<file path="config.mk">
export PLATFORM = sky130hd
export DESIGN_NAME = mips_cpu_bus_initiator_flat
export DESIGN_NICKNAME = d
export VERILOG_FILES = /design/src/rtl/mips_cpu_bus_pkg.sv /design/src/rtl/mips_cpu_bus_if.sv /design/src/rtl/mips_cpu_bus_lane.sv /design/src/rtl/mips_cpu_bus_initiator.sv /design/src/flat_wrapper.sv
export SDC_FILE = /design/constraint.sdc
export NUM_CORES = 1
export LEC_CHECK = 0
export CAP_MARGIN = 20
export CORE_MARGIN = 3
export CORE_UTILIZATION = 43
export CTS_CLUSTER_DIAMETER = 30
export DETAILED_ROUTE_END_ITERATION = 10
export GPL_TIMING_DRIVEN = 0
export PLACE_DENSITY = 0.83
export SETUP_SLACK_MARGIN = 0.3
export SLEW_MARGIN = 20
export SYNTH_ARGS = -nofsm -noshare
export SYNTH_HDL_FRONTEND = slang
export SYNTH_SLANG_ARGS = --single-unit
</file>
<file path="constraint.sdc">
create_clock -name clk -period 2 [get_ports clk]
set_input_delay 0.3 -clock clk [delete_from_list [all_inputs] [get_ports clk]]
set_output_delay 0.3 -clock clk [all_outputs]
set_load 0.05 [all_outputs]
</file>
<file path="src/rtl/mips_cpu_bus_pkg.sv">
// Shared types and constants for the MIPS CPU memory-bus initiator.
package mips_cpu_bus_pkg;

   typedef enum logic [1:0] {
      MemByte = 2'b00,
      MemHalf = 2'b01,
      MemWord = 2'b10,
      MemRsvd = 2'b11
   } mem_size_t;

   typedef enum logic [2:0] {
      StIdle,
      StRdReq,
      StRdCap,
      StWrReq,
      StResp
   } bus_state_t;

   localparam logic [3:0] BYTEEN_NONE = 4'b0000;
   localparam logic [3:0] BYTEEN_B0   = 4'b0001;
   localparam logic [3:0] BYTEEN_LO   = 4'b0011;
   localparam logic [3:0] BYTEEN_HI   = 4'b1100;
   localparam logic [3:0] BYTEEN_ALL  = 4'b1111;

   function automatic logic [31:0] word_addr(input logic [31:0] byte_addr);
      return {byte_addr[31:2], 2'b00};
   endfunction

endpackage

</file>
<file path="src/rtl/mips_cpu_bus_if.sv">
// 32-bit word-addressed memory bus with waitrequest stall.
interface mips_cpu_bus_if;

   logic [31:0] address;
   logic        read;
   logic        write;
   logic        waitrequest;
   logic [3:0]  byteenable;
   logic [31:0] writedata;
   logic [31:0] readdata;

   modport master (
      output address,
      output read,
      output write,
      output byteenable,
      output writedata,
      input  waitrequest,
      input  readdata
   );

   modport slave (
      input  address,
      input  read,
      input  write,
      input  byteenable,
      input  writedata,
      output waitrequest,
      output readdata
   );

endinterface

</file>
<file path="src/rtl/mips_cpu_bus_lane.sv">
// Lane steering: request-side byteenable/writedata/misalign decode and
// read-side lane extraction with zero or sign extension.
module mips_cpu_bus_lane
   import mips_cpu_bus_pkg::*;
(
   input  mem_size_t   size,
   input  logic [1:0]  addr_lo,
   input  logic [31:0] wdata,
   output logic [3:0]  byteenable,
   output logic [31:0] wdata_aligned,
   output logic        misalign,
   input  mem_size_t   cap_size,
   input  logic [1:0]  cap_lane,
   input  logic        cap_signed,
   input  logic [31:0] readdata,
   output logic [31:0] rdata_ext
);

   logic [7:0]  rd_byte;
   logic [15:0] rd_half;

   always_comb begin
      byteenable    = BYTEEN_NONE;
      wdata_aligned = wdata;
      misalign      = 1'b0;
      unique case (size)
         MemByte: begin
            byteenable    = BYTEEN_B0 << addr_lo;
            wdata_aligned = {4{wdata[7:0]}};
         end
         MemHalf: begin
            byteenable    = addr_lo[1] ? BYTEEN_HI : BYTEEN_LO;
            wdata_aligned = {2{wdata[15:0]}};
            misalign      = addr_lo[0];
         end
         MemWord: begin
            byteenable = BYTEEN_ALL;
            misalign   = |addr_lo;
         end
         default: misalign = 1'b1;
      endcase
   end

   always_comb begin
      rd_byte   = readdata[{cap_lane, 3'b000} +: 8];
      rd_half   = cap_lane[1] ? readdata[31:16] : readdata[15:0];
      rdata_ext = readdata;
      unique case (cap_size)
         MemByte: rdata_ext = {{24{cap_signed & rd_byte[7]}}, rd_byte};
         MemHalf: rdata_ext = {{16{cap_signed & rd_half[15]}}, rd_half};
         default: rdata_ext = readdata;
      endcase
   end

endmodule

</file>
<file path="src/rtl/mips_cpu_bus_initiator.sv">
// Single-outstanding memory-bus initiator for the MIPS load/store path.
// Misaligned or reserved-size requests complete with resp_err, bus untouched.
module mips_cpu_bus_initiator
   import mips_cpu_bus_pkg::*;
(
   input  logic          clk,
   input  logic          reset_n,
   input  logic          req_valid,
   output logic          req_ready,
   input  logic          req_write,
   input  logic [1:0]    req_size,
   input  logic          req_signed,
   input  logic [31:0]   req_addr,
   input  logic [31:0]   req_wdata,
   output logic          resp_valid,
   output logic          resp_err,
   output logic [31:0]   resp_rdata,
   mips_cpu_bus_if.master bus
);

   bus_state_t  state_q;
   logic [31:0] addr_q;
   logic [31:0] wdata_q;
   logic [31:0] rdata_q;
   logic [3:0]  be_q;
   mem_size_t   size_q;
   logic        sgn_q;
   logic [1:0]  lane_q;
   logic        read_q;
   logic        write_q;
   logic        valid_q;
   logic        err_q;

   logic [3:0]  req_be;
   logic [31:0] req_wdata_al;
   logic        req_misalign;
   logic [31:0] rd_ext;

   mips_cpu_bus_lane u_lane (
      .size          (mem_size_t'(req_size)),
      .addr_lo       (req_addr[1:0]),
      .wdata         (req_wdata),
      .byteenable    (req_be),
      .wdata_aligned (req_wdata_al),
      .misalign      (req_misalign),
      .cap_size      (size_q),
      .cap_lane      (lane_q),
      .cap_signed    (sgn_q),
      .readdata      (bus.readdata),
      .rdata_ext     (rd_ext)
   );

   always_ff @(posedge clk or negedge reset_n) begin
      if (!reset_n) begin
         state_q <= StIdle;
         addr_q  <= '0;
         wdata_q <= '0;
         rdata_q <= '0;
         be_q    <= BYTEEN_NONE;
         size_q  <= MemByte;
         sgn_q   <= 1'b0;
         lane_q  <= 2'b00;
         read_q  <= 1'b0;
         write_q <= 1'b0;
         valid_q <= 1'b0;
         err_q   <= 1'b0;
      end else begin
         valid_q <= 1'b0;
         unique case (state_q)
            StIdle: begin
               if (req_valid) begin
                  rdata_q <= '0;
                  err_q   <= 1'b0;
                  if (req_misalign) begin
                     err_q   <= 1'b1;
                     valid_q <= 1'b1;
                     state_q <= StResp;
                  end else begin
                     addr_q  <= word_addr(req_addr);
                     be_q    <= req_be;
                     wdata_q <= req_wdata_al;
                     size_q  <= mem_size_t'(req_size);
                     sgn_q   <= req_signed;
                     lane_q  <= req_addr[1:0];
                     if (req_write) begin
                        write_q <= 1'b1;
                        state_q <= StWrReq;
                     end else begin
                        read_q  <= 1'b1;
                        state_q <= StRdReq;
                     end
                  end
               end
            end
            StRdReq: begin
               if (!bus.waitrequest) begin
                  read_q  <= 1'b0;
                  state_q <= StRdCap;
               end
            end
            // readdata is valid in the cycle after the completing edge
            StRdCap: begin
               rdata_q <= rd_ext;
               valid_q <= 1'b1;
               state_q <= StResp;
            end
            StWrReq: begin
               if (!bus.waitrequest) begin
                  write_q <= 1'b0;
                  valid_q <= 1'b1;
                  state_q <= StResp;
               end
            end
            StResp: begin
               err_q   <= 1'b0;
               state_q <= StIdle;
            end
            default: state_q <= StIdle;
         endcase
      end
   end

   assign req_ready      = (state_q == StIdle);
   assign resp_valid     = valid_q;
   assign resp_err       = err_q;
   assign resp_rdata     = rdata_q;
   assign bus.address    = addr_q;
   assign bus.read       = read_q;
   assign bus.write      = write_q;
   assign bus.byteenable = be_q;
   assign bus.writedata  = wdata_q;

   a_no_dual_strobe : assert property (@(posedge clk) disable iff (!reset_n)
      !(read_q && write_q));

   a_resp_single : assert property (@(posedge clk) disable iff (!reset_n)
      valid_q |=> !valid_q);

endmodule

</file>
<file path="src/flat_wrapper.sv">
// flat-port wrapper written by rule: the top's interface ports become plain ports
module mips_cpu_bus_initiator_flat import mips_cpu_bus_pkg::*;
  (clk, reset_n, req_valid, req_ready, req_write, req_size, req_signed, req_addr, req_wdata, resp_valid, resp_err, resp_rdata, bus_address, bus_read, bus_write, bus_byteenable, bus_writedata, bus_waitrequest, bus_readdata);
  mips_cpu_bus_if bus_i ();
  input  logic clk;
  input  logic reset_n;
  input  logic req_valid;
  output logic req_ready;
  input  logic req_write;
  input  logic [1:0] req_size;
  input  logic req_signed;
  input  logic [31:0] req_addr;
  input  logic [31:0] req_wdata;
  output logic resp_valid;
  output logic resp_err;
  output logic [31:0] resp_rdata;
  output wire logic [$bits(bus_i.address)-1:0] bus_address;
  output wire logic [$bits(bus_i.read)-1:0] bus_read;
  output wire logic [$bits(bus_i.write)-1:0] bus_write;
  output wire logic [$bits(bus_i.byteenable)-1:0] bus_byteenable;
  output wire logic [$bits(bus_i.writedata)-1:0] bus_writedata;
  input wire logic [$bits(bus_i.waitrequest)-1:0] bus_waitrequest;
  input wire logic [$bits(bus_i.readdata)-1:0] bus_readdata;
  assign bus_address = bus_i.address;
  assign bus_read = bus_i.read;
  assign bus_write = bus_i.write;
  assign bus_byteenable = bus_i.byteenable;
  assign bus_writedata = bus_i.writedata;
  assign bus_i.waitrequest = bus_waitrequest;
  assign bus_i.readdata = bus_readdata;
  mips_cpu_bus_initiator u_core (.clk(clk), .reset_n(reset_n), .req_valid(req_valid), .req_ready(req_ready), .req_write(req_write), .req_size(req_size), .req_signed(req_signed), .req_addr(req_addr), .req_wdata(req_wdata), .resp_valid(resp_valid), .resp_err(resp_err), .resp_rdata(resp_rdata), .bus(bus_i));
endmodule
</file>
==> run_1/layers.png <==
(4 px per micron) Only two layers are drawn.
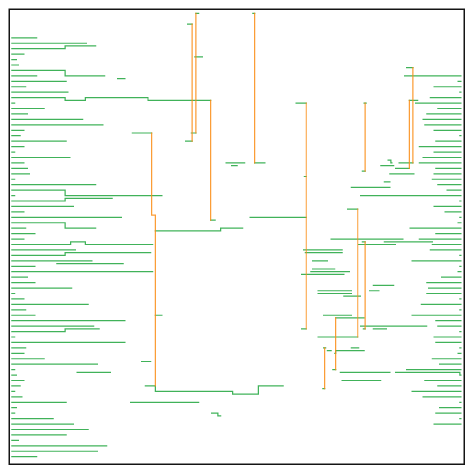
Key: orange = M4 [wire length 382 microns]; green = M3 [wire length 1720 microns]

==> run_1/ff_map.png <==
(4 px per micron) Other sequential cells in the stronger grey, the rest of the logic in the fainter grey.
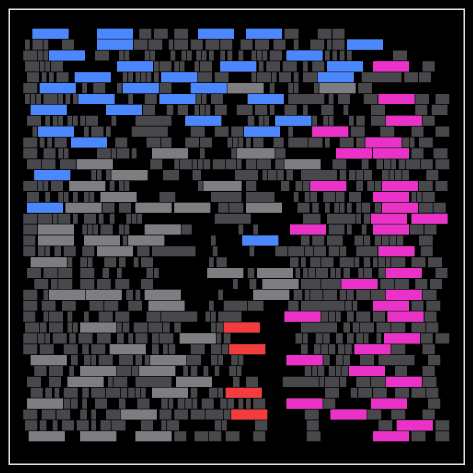
Key: blue = `u_core.bus.address` [sequential cells 30]; magenta = `u_core.resp_rdata` [sequential cells 32]; red = `u_core.bus.byteenable` [sequential cells 4, where bottom middle]

==> impl_metrics.yaml, run 1 <==
# implementation run metrics
status:
  status: "completed"
min_path:
  min_to: "u_core.lane_q[0]$_DFFE_PN0P_"
  min_path_type: "input pin to flop"
global_routing:
  overflow: 0
  grt_pass1_vias: 5093
  antenna_found_initial: 0
  grt.met2_usage_pct: 42.14
  use_met1_pct: 30.04
  grt_pass1_wl_mm: 25.76
  use_met3_pct: 9.125
power:
  p_clk_mw: 1.93
  pwr-share-seq_pct: 28.7
  intPower_mw: 6.449
  clockPowerShare_pct: 14.4
  switchingPower_mw: 6.965
  switching_share_pct: 51.92
  power_top_consumer: "combinational logic"
  combPwrFrac_pct: 56.9
  p_total_mw: 13.41
  vdd.ir_drop.worst_v: 0.001164
die:
  n_tap_cell: 140
  chipArea_sq_um: 12850
  coreArea_sq_um: 11030
logic_synthesis:
  ys_sh_mux_pct: 6.890
  ff_type: "dfrtp_1"
  simple_gate_area_share_pct: 17.74
  syn_area_sq_um: 4957
  yosysTopAreaCell: "dfrtp_1"
  synth-async-reset-ratio_pct: 100.0
  top_logic_kind: "simple AND/OR/NAND/NOR gates"
  numSynthFlops: 110
  adder_share_pct: 0
  aoi_share_pct: 15.70
  yosysWarnings: 0
  syn-instance-count: 538
  yosys-stat-area_sq_um: 4957
run:
  warnings: 29
  max_cap_viol_count: 0
final_timing:
  fin_crit_sh_pct: 82.79
  skew_ns: 0.006875
  final_hold_viol_count: 0
  max_slew_margin_pct: 45.45
  worst_pin_slew_ns: 0.8152
  slew_violations: 0
  timing.fmax_mhz: 603.9
  setup_violations: 0
detailed_routing:
  wl_met3_mm: 1.716
  drt_iter0_drc: 327
  wl_met2_mm: 8.029
  post-route-drc-count: 0
  topRoutingLayerUsed: "met4"
  wl_mm: 16.32
  via_per_inst: 5.396
worst_setup_path:
  cp-start-kind: "flop"
  crit_type: "flop to flop"
  ff2ff_setup_slack_ns: 0.34
  required_ns: 2.23
  reg2reg_depth: 6
  r2r-start: "u_core.lane_q[1]$_DFFE_PN0P_"
  r2r-end: "u_core.resp_rdata[25]$_DFFE_PN0P_"
  path_delay_family: "flip-flops"
  crit_buf_inv: 2
  cp_cell_sequence: "mux2i_2 > o22ai_1 > and4_1 > buf_6 > clkbuf_16 > a221o_1"
finish:
  mostFrequentLayoutCells: "nand2_1, dfrtp_1, dlygate4sd2_1"
  flop_area_sq_um: 2755
  mostFrequentLayoutCell: "nand2_1"
  logic_gate_count: 388
  syn_to_final_growth_pct: 54.04
  n_antenna_cell: 0
  finalNetCount: 868
  nNonClkBuffers: 250
  comb_share_pct: 27.27
  inverters: 5
  flop-count: 110
  nonClkBufAreaFrac_pct: 29.97
clock_network:
  cts_resized: 118
  tritoncts: "yes"
  h-tree-depth: 3
  clk_path_buf_depth: 2
  clk_latency_ns: 0.35
  cts_setup_buffers: 1
  root_buffer: "clkbuf_16"
  cts.sink_count: 110
place:
  gp_congestion: 0.8910
  place_hpwl_mm: 12.37
==> run_1/m4.png <==
(4 px per micron) Supply wires on this layer in grey.
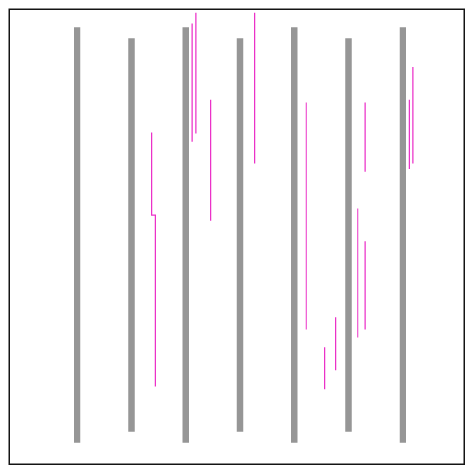
The layer holds 2.3% of the routed length. 12 nets have wire on it. The longest straight run is 56.4 microns. The wires run mostly vertical.

==> run_1/congestion_map.png <==
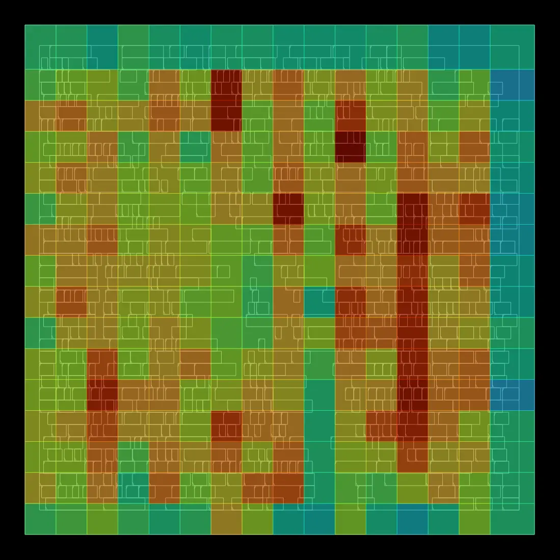
drt wl/cell: 17.95 microns
GR Util All Layers: 25.26%

run 1: per-stage QoR:
step / util, % / cell area (sq um) / worst slack (ns) / setup TNS, ns
2_1_floorplan: - / 5011 / 0.2635 / 0
3_3_place_gp: 65.53 / 7228 / -3.837 / -393.94
3_5_place_dp: 65.79 / 7257 / -0.3092 / -16.95
4_1_cts: 67.92 / 7492 / 0.1581 / 0
5_1_grt: 69.23 / 7636 / 0.2893 / 0
6_report: 69.23 / 7636 / 0.3442 / 0
run 1: worst max path at each step:
| stage | startpoint | to | slack [ns] | cells past startpoint |
|---|---|---|---|---|
| detailed placement | req_addr[0] | u_core.bus.byteenable[1]$_DFFE_PN0P_ | -0.31 | 6 |
| floorplan | u_core.state_q[2]$_DFFE_PN0P_ | u_core.bus.writedata[0]$_DFFE_PN0P_ | 0.26 | 6 |
| CTS | u_core.state_q[1]$_DFFE_PN0P_ | req_ready | 0.16 | 3 |
| global route | u_core.lane_q[1]$_DFFE_PN0P_ | u_core.resp_rdata[25]$_DFFE_PN0P_ | 0.29 | 6 |
| global placement | reset_n | u_core.state_q[2]$_DFFE_PN0P_ | -3.84 | 1 |
| finish | u_core.lane_q[1]$_DFFE_PN0P_ | u_core.resp_rdata[25]$_DFFE_PN0P_ | 0.34 | 6 |
run 1: worst reg2reg max path, stage by stage (launching register included):
cell,delay (ns)
dfrtp_1,0.42
mux2i_2,0.26
o22ai_1,0.11
and4_1,0.21
buf_6,0.13
clkbuf_16,0.15
a221o_1,0.26
run 1: synth_stat cells (all sizes together) (3+ instances only):
library cell,n
nand2,180
dfrtp,110
o21ai,75
mux2i,33
a21oi,26
nor2,22
buf,18
clkbuf,18
a221o,16
or3,8
inv,5
nor2b,3
nor3,3
## Run 2: what changed since run 1
==> constraint.sdc (replaced) <==
create_clock -name clk -period 1.7 [get_ports clk]
set_input_delay 0.255 -clock clk [delete_from_list [all_inputs] [get_ports clk]]
set_output_delay 0.255 -clock clk [all_outputs]
set_load 0.05 [all_outputs]
==> run_2/m4.png <==
(4 px per micron) Supply wires on this layer in grey.
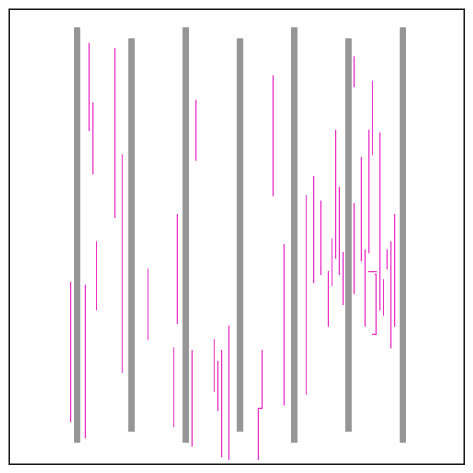
36 nets have wire on it. The longest straight run is 54.4 microns. The wires run mostly vertical.
Post-Route WL: 19.96 mm
routed vias: 5443

==> impl_metrics.yaml, run 2 <==
# implementation run metrics
status:
  status: "finished, violations left"
  violations: "negative setup slack"
worst_setup_path:
  required_ns: 1.99
  cp_cell_sequence: "or3_4 > o22ai_2 > and4_1 > buf_6 > buf_6 > a221o_1"
  crit_buf_inv: 2
  cp-start-kind: "flop"
  path_delay_family: "simple AND/OR/NAND/NOR gates"
detailed_routing:
  wl_met3_mm: 2.022
  via_per_inst: 5.797
  drt_iter0_drc: 457
  wl_met2_mm: 10.17
  post-route-drc-count: 0
logic_synthesis:
  aoi_share_pct: 15.70
  syn_area_sq_um: 4957
  numSynthFlops: 110
  simple_gate_area_share_pct: 17.74
  yosys-stat-area_sq_um: 4957
  yosysTopAreaCell: "dfrtp_1"
  top_logic_kind: "simple AND/OR/NAND/NOR gates"
  adder_share_pct: 0
  synth-async-reset-ratio_pct: 100.0
  top_cell: "nand2_1"
  yosysWarnings: 0
power:
  switching_share_pct: 51.73
  power_top_consumer: "combinational logic"
  vdd.ir_drop.worst_v: 0.001682
  clockPowerShare_pct: 11.8
  p_total_mw: 18.49
  pwr-share-seq_pct: 26.7
  combPwrFrac_pct: 61.5
  switchingPower_mw: 9.567
  intPower_mw: 8.926
  p_clk_mw: 2.18
finish:
  finalNetCount: 898
  mostFrequentLayoutCells: "dfrtp_1, clkdlybuf4s50_1, nand2_1"
  mostFrequentLayoutCell: "dfrtp_1"
clock_network:
  tritoncts: "yes"
  clk_latency_ns: 0.36
  cts.sink_count: 110
  root_buffer: "clkbuf_16"
final_timing:
  setup_violations: 14
  final_hold_viol_count: 0
  worst_pin_slew_ns: 0.9544
  max_slew_margin_pct: 36.14
  fin_crit_sh_pct: 104.7
  fin_tns_setup_ns: -0.7975
  slew_violations: 0
  fin_ws_ns: -0.08050
place:
  place_area_sq_um: 7305
  dp_slack_ns: -0.4444
  place_hpwl_mm: 12.03
global_routing:
  overflow: 0
  grt_pass1_vias: 5631
  grt_util_all_layers_pct: 28.54
  grt_pass1_wl_mm: 28.91
  use_met3_pct: 8.647
  antenna_found_initial: 0
min_path:
  min_path_type: "input pin to async pin"
run:
  warnings: 29
[run 2: cell counts after synthesis]
Identical to the previous run, type by type.
[run 2: kinds of logic (layout without fill, tap and decap cells)]
logic type,Yosys count,after routing
other,1,2
DFF,110,110
buffers and inverters,41,301
xor gates and xnor gates,1,1
muxes,34,34
and+or+nand+nor,221,221
AOI/OAI and AO/OA,130,130
[run 2: worst paths after layout]
kind,startpoint,to,slack (ns),depth (start not counted)
min,reset_n,u_core.resp_rdata[12]$_DFFE_PN0P_,0.39,2
min reg2reg,u_core.bus.address[26]$_DFFE_PN0P_,u_core.bus.address[26]$_DFFE_PN0P_,0.49,2
min in group clk,req_addr[0],u_core.lane_q[0]$_DFFE_PN0P_,0.42,3
max reg2reg,u_core.size_q[0]$_DFFE_PN0P_,u_core.resp_rdata[26]$_DFFE_PN0P_,-0.08,6
max,u_core.size_q[0]$_DFFE_PN0P_,u_core.resp_rdata[26]$_DFFE_PN0P_,-0.08,6
max in group asynchronous,reset_n,u_core.lane_q[1]$_DFFE_PN0P_,0.64,3
[run 2: timing repair]
| action | CTS | global route |
|---|---|---|
| pin swaps | 112 | 44 |
| cloned | 12 | 3 |
| resized | 474 | 200 |
| buffers inserted | 21 | 2 |
| endpoints found under the hold margin | 43 | 0 |
| endpoints found under the setup margin | 213 | 131 |
| hold buffers | 1 | 0 |
[run 2: area by class of cell]
cell class,count,area [sq um],share of cell area [%]
multi-input cells,388,2765,31.02
flip-flops and latches,110,2756,30.92
repair buffers,243,2459,27.58
plain buffers,36,415.4,4.660
clock buffers,10,229.0,2.569
well taps,140,175.2,1.965
clock inverters,6,71.32,0.8001
inverters,5,31.28,0.3509
repair inverters,1,11.26,0.1263
No activity file was given, so power comes from the tool's default toggle rates.
